### src/rtl/sigmoid_pkg.sv
// Shared definitions for the sigmoid scheduler: transaction states and default
// channel widths of the single sigmoid activation unit.
package sigmoid_pkg;

    localparam int ARG_W = 16;
    localparam int RES_W = 8;

    typedef enum logic [2:0] {
        IDLE = 3'd0,
        ARG  = 3'd1,
        RES  = 3'd2,
        ERR  = 3'd3,
        FBK  = 3'd4
    } state_t;

endpackage

### src/rtl/rr_arbiter.sv
// Combinational rotating-priority picker: returns the first set request found
// searching upward from last+1, wrapping at N.
module rr_arbiter #(
    parameter int N     = 4,
    parameter int IDX_W = $clog2(N)
) (
    input  logic [N-1:0]     req,
    input  logic [IDX_W-1:0] last,
    output logic             any,
    output logic [IDX_W-1:0] idx
);

    always_comb begin
        any = 1'b0;
        idx = '0;
        // k runs 1..N so the previous winner is considered last
        for (int k = 1; k <= N; k++) begin
            if (!any && req[(int'(last) + k) % N]) begin
                any = 1'b1;
                idx = IDX_W'((int'(last) + k) % N);
            end
        end
    end

endmodule

### src/rtl/sigmoid_scheduler.sv
// Round-robin scheduler sharing one sigmoid unit between N neuron requesters;
// routes arg/res (and err/fbk when training) to the granted requester.
module sigmoid_scheduler #(
    parameter int N     = 4,
    parameter int ARG_W = sigmoid_pkg::ARG_W,
    parameter int RES_W = sigmoid_pkg::RES_W,
    parameter int IDX_W = $clog2(N)
) (
    input  logic               clk,
    input  logic               rst_n,
    input  logic [N-1:0]       req_trn,
    input  logic [N-1:0]       req_arg_stb,
    input  logic [N*ARG_W-1:0] req_arg_dat,
    output logic [N-1:0]       req_arg_rdy,
    output logic [N-1:0]       req_res_stb,
    output logic [RES_W-1:0]   req_res_dat,
    input  logic [N-1:0]       req_res_rdy,
    input  logic [N-1:0]       req_err_stb,
    input  logic [N*ARG_W-1:0] req_err_dat,
    output logic [N-1:0]       req_err_rdy,
    output logic [N-1:0]       req_fbk_stb,
    output logic [ARG_W-1:0]   req_fbk_dat,
    input  logic [N-1:0]       req_fbk_rdy,
    output logic               act_en,
    output logic               act_arg_stb,
    output logic [ARG_W-1:0]   act_arg_dat,
    input  logic               act_arg_rdy,
    input  logic               act_res_stb,
    input  logic [RES_W-1:0]   act_res_dat,
    output logic               act_res_rdy,
    output logic               act_err_stb,
    output logic [ARG_W-1:0]   act_err_dat,
    input  logic               act_err_rdy,
    input  logic               act_fbk_stb,
    input  logic [ARG_W-1:0]   act_fbk_dat,
    output logic               act_fbk_rdy,
    output logic               gnt_vld,
    output logic [IDX_W-1:0]   gnt_idx
);

    import sigmoid_pkg::*;

    state_t           state_reg;
    logic [IDX_W-1:0] gnt_idx_reg;
    logic [IDX_W-1:0] last_reg;
    logic             trn_reg;

    logic             pick_any;
    logic [IDX_W-1:0] pick_idx;

    logic [ARG_W-1:0] arg_slice [N];
    logic [ARG_W-1:0] err_slice [N];
    logic [N-1:0]     sel;

    logic in_arg, in_res, in_err, in_fbk;

    rr_arbiter #(
        .N     (N),
        .IDX_W (IDX_W)
    ) u_arb (
        .req  (req_arg_stb),
        .last (last_reg),
        .any  (pick_any),
        .idx  (pick_idx)
    );

    assign in_arg = (state_reg == ARG);
    assign in_res = (state_reg == RES);
    assign in_err = (state_reg == ERR);
    assign in_fbk = (state_reg == FBK);

    // Per-requester unpacking and return-path gating; only the granted
    // requester ever sees a ready or strobe.
    generate
        for (genvar gi = 0; gi < N; gi++) begin : g_req
            assign arg_slice[gi]   = req_arg_dat[gi*ARG_W +: ARG_W];
            assign err_slice[gi]   = req_err_dat[gi*ARG_W +: ARG_W];
            assign sel[gi]         = (gnt_idx_reg == IDX_W'(gi));
            assign req_arg_rdy[gi] = in_arg & sel[gi] & act_arg_rdy;
            assign req_res_stb[gi] = in_res & sel[gi] & act_res_stb;
            assign req_err_rdy[gi] = in_err & sel[gi] & act_err_rdy;
            assign req_fbk_stb[gi] = in_fbk & sel[gi] & act_fbk_stb;
        end
    endgenerate

    assign act_arg_stb = in_arg & req_arg_stb[gnt_idx_reg];
    assign act_arg_dat = arg_slice[gnt_idx_reg];
    assign act_res_rdy = in_res & req_res_rdy[gnt_idx_reg];
    assign act_err_stb = in_err & req_err_stb[gnt_idx_reg];
    assign act_err_dat = err_slice[gnt_idx_reg];
    assign act_fbk_rdy = in_fbk & req_fbk_rdy[gnt_idx_reg];

    assign req_res_dat = act_res_dat;
    assign req_fbk_dat = act_fbk_dat;

    assign gnt_vld = (state_reg != IDLE);
    assign gnt_idx = gnt_idx_reg;
    // trn is latched at grant, so later req_trn changes cannot disturb the unit
    assign act_en  = trn_reg & (state_reg != IDLE);

    always_ff @(posedge clk or negedge rst_n) begin
        if (!rst_n) begin
            state_reg   <= IDLE;
            gnt_idx_reg <= '0;
            last_reg    <= IDX_W'(N - 1);
            trn_reg     <= 1'b0;
        end else begin
            case (state_reg)
                IDLE: begin
                    if (pick_any) begin
                        gnt_idx_reg <= pick_idx;
                        trn_reg     <= req_trn[pick_idx];
                        state_reg   <= ARG;
                    end
                end
                ARG: begin
                    if (act_arg_stb && act_arg_rdy) begin
                        state_reg <= RES;
                    end
                end
                RES: begin
                    if (act_res_stb && act_res_rdy) begin
                        if (trn_reg) begin
                            state_reg <= ERR;
                        end else begin
                            state_reg <= IDLE;
                            last_reg  <= gnt_idx_reg;
                        end
                    end
                end
                ERR: begin
                    if (act_err_stb && act_err_rdy) begin
                        state_reg <= FBK;
                    end
                end
                FBK: begin
                    if (act_fbk_stb && act_fbk_rdy) begin
                        state_reg <= IDLE;
                        last_reg  <= gnt_idx_reg;
                    end
                end
                default: begin
                    state_reg <= IDLE;
                end
            endcase
        end
    end

endmodule

### config.mk
export PLATFORM = sky130hd
export DESIGN_NAME = sigmoid_scheduler
export DESIGN_NICKNAME = d
export VERILOG_FILES = /design/src/rtl/sigmoid_pkg.sv /design/src/rtl/rr_arbiter.sv /design/src/rtl/sigmoid_scheduler.sv
export SDC_FILE = /design/constraint.sdc
export NUM_CORES = 1
export LEC_CHECK = 0
export ABC_CLOCK_PERIOD_IN_PS = 2750
export CAP_MARGIN = 20
export CORE_AREA = 2 2 99 101
export DETAILED_ROUTE_END_ITERATION = 6
export DIE_AREA = 0 0 101 103
export GPL_ROUTABILITY_DRIVEN = 0
export PLACE_DENSITY_LB_ADDON = 0.2
export SYNTH_ARGS = -nofsm -noshare
export SYNTH_HDL_FRONTEND = slang
export SYNTH_HIERARCHICAL = 1
export SYNTH_SLANG_ARGS = --single-unit
### constraint.sdc
create_clock -name clk -period 2.75 [get_ports clk]
set_input_delay 0.275 -clock clk [delete_from_list [all_inputs] [get_ports clk]]
set_output_delay 0.275 -clock clk [all_outputs]
set_load 0.01 [all_outputs]
==> summary.txt <==
Post-Syn Area -> 1820 um^2
Top logic family -> multiplexers
Critical Path AT -> 2180 ps
FF-to-FF End -> last_reg[0]
Clk_skew -> 10.9 ps
Tcrit/Tclk final -> 89.1%
Pre-CTS setup slack -> 516 ps
Number of global-route vias before repair -> 2250
Syn nets -> 353
Post-synthesis cell count from yosys -> 175
Comb gates -> 125
Drt initial violations -> 29
Inst Count DP -> 468
Worst Hold Class -> in2async
DR top layer -> met5
Number of fill cells -> 913
Critical path peak fanout -> 16
Num CTS Buffers -> 3
P_leak -> 0.00140 uW
Status -> finished clean
Tapcells -> 114
Signal buf overhead -> 55.2%
Layout Nets -> 537
Grt met2 use -> 29.4%
Yosys chip area -> 1820 um^2
Clk sinks -> 8
Global-route wire length before repair -> 13200 um
RSZ-0062 raised after global routing -> no
CTS H-tree lvls -> 1
MUX share of area -> 48.3%
Crit path setup slack, layout -> 300 ps
Clk pin slew, worst setup/hold paths -> 50 ps
Slowest cell on crit path -> dfrtp_2
Critical path class -> reg2out
Row count -> 36
FFs w/ async S/R, synth -> 100%
Initial core utilization -> 19.2%
Register share after synthesis -> 11.1%
Worst hold slack -> 333 ps
WL met1 -> 3640 um
Commonest cells in the netlist -> 33 x mux4_2, 26 x buf_4, 19 x nor2_1
Die Y -> 103 um
Boundary pin count -> 258
DRC viols -> 0
Post-Syn Instances -> 175
CLK BUF -> 4
R2R depth -> 5
# port buffers -> 209
Flop share of the area -> 5.24%
Synthesized flop and latch total -> 8
Number of routed nets with antenna violations -> 0
Top-count cell post-synth -> mux4_2
Top post-synthesis cells by area -> mux4_2 41%, buf_4 11%, dfrtp_1 8.3%
Critical Path Source Type -> register
Final slew viol count -> 0
Max reg flops -> 3
Post-route insts no fill -> 472
Proportion of layout cells with a drive suffix above 1 -> 16.2%
Area Overhead vs Synth -> 115%
Largest net degree at the start of global routing -> 20
CP Capture Type -> output port
Count of unique library cells instantiated by Yosys -> 37
Max-cap viol count -> 0
Area share, top type -> 40.9%
Initial antenna violation count -> 1
Sequential cell area -> 205 um^2
Met2 WL -> 4930 um
Final Setup Violations -> 0
Syn avg cell area -> 10.4 um^2
Logic area -> 1340 um^2
Clock Path Buffers -> 2
CP Launch Point -> gnt_idx[0]
F_max -> 408 MHz
Simple-Gate Area Share -> 15.7%
Max-slew headroom -> 66.6%
Fin Setup TNS -> 0 ps
Die area -> 10400 um^2
Bufs and invs on worst path -> 2
[placed cells by master (no fill, tap or decap), drive strengths merged, types with 2 or more instances in the layout]
master and n:
a2111oi 2, a21oi 3, and2 2, and3 2, buf 6, clkbuf 4, clkdlybuf4s50 209, dfrtp 6
dfstp 2, inv 6, mux2 4, mux2i 9, mux4 33, nand2 16, nand2b 6, nand3 2
nor2 19, nor3 7, o21ai 6, o221ai 2, o22ai 2
[where the power goes]
part	internal [uW]	total (uW)	switching, uW
Combinational	1490	2430	949
Clock	101	157	55.8
Sequential	189	380	191
Total	1780	2970	1200
[cells by family (layout without fill, tap and decap cells)]
family                 Yosys count  in the layout
AOI/OAI and AO/OA               20             20
buffers and inverters           42            225
DFF                              8              8
muxes                           46             46
and+or+nand+nor                 59             59
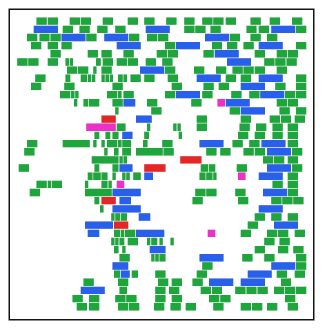
Fig. 1. Sizing map.
(3 px per um)
Red marks _6 and larger, cells 5, share 1.4%. Blue marks _2 cells, cells 48, share 13%. Magenta marks _3 and _4 cells, cells 5, share 1.4%. Green marks _0 and _1 cells, cells 300, share 84%.

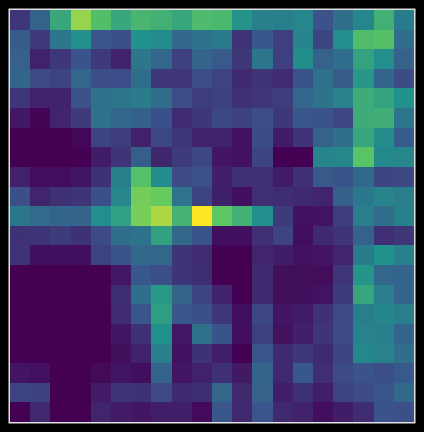
Fig. 2. Routed metal per tile.
(4 px per um) The die is cut into 20 by 21 equal tiles; dark purple is low, yellow is high, scaled to the fullest tile. Values are wire area over tile area, all layers added.
The densest ninth of the die: upper right. 12% of the tiles are nearly empty. The fullest tile reaches 0.66. The mean over all tiles is 0.16. The emptiest ninth of the die: lower left.
drt wl/cell: 20.5 um
DR vias: 2226
Routed WL: 9680 um
GRT Total Usage: 16.8%

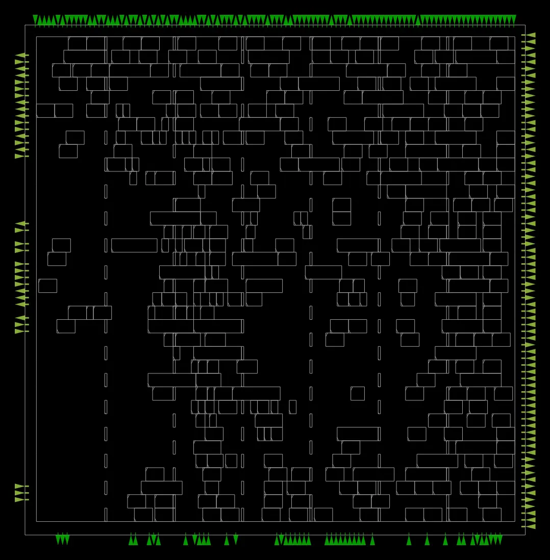
Fig. 3. Placement view.
registers: 8
utilization after layout: 41.4%

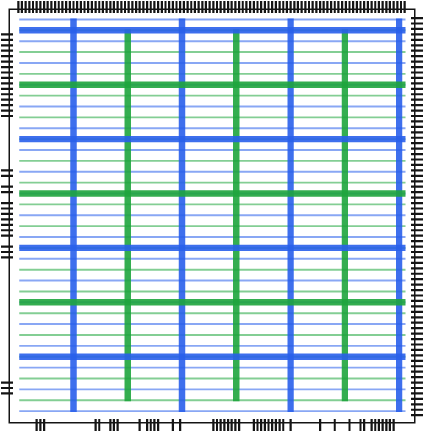
Fig. 4. Power grid.
(4 px per um) Pins as bars on the die edge.
Blue marks VSS. Green marks VDD.
37 met1 rails follow the rows. The core has 36 rows.

No activity file was given, so power comes from the tool's default toggle rates.
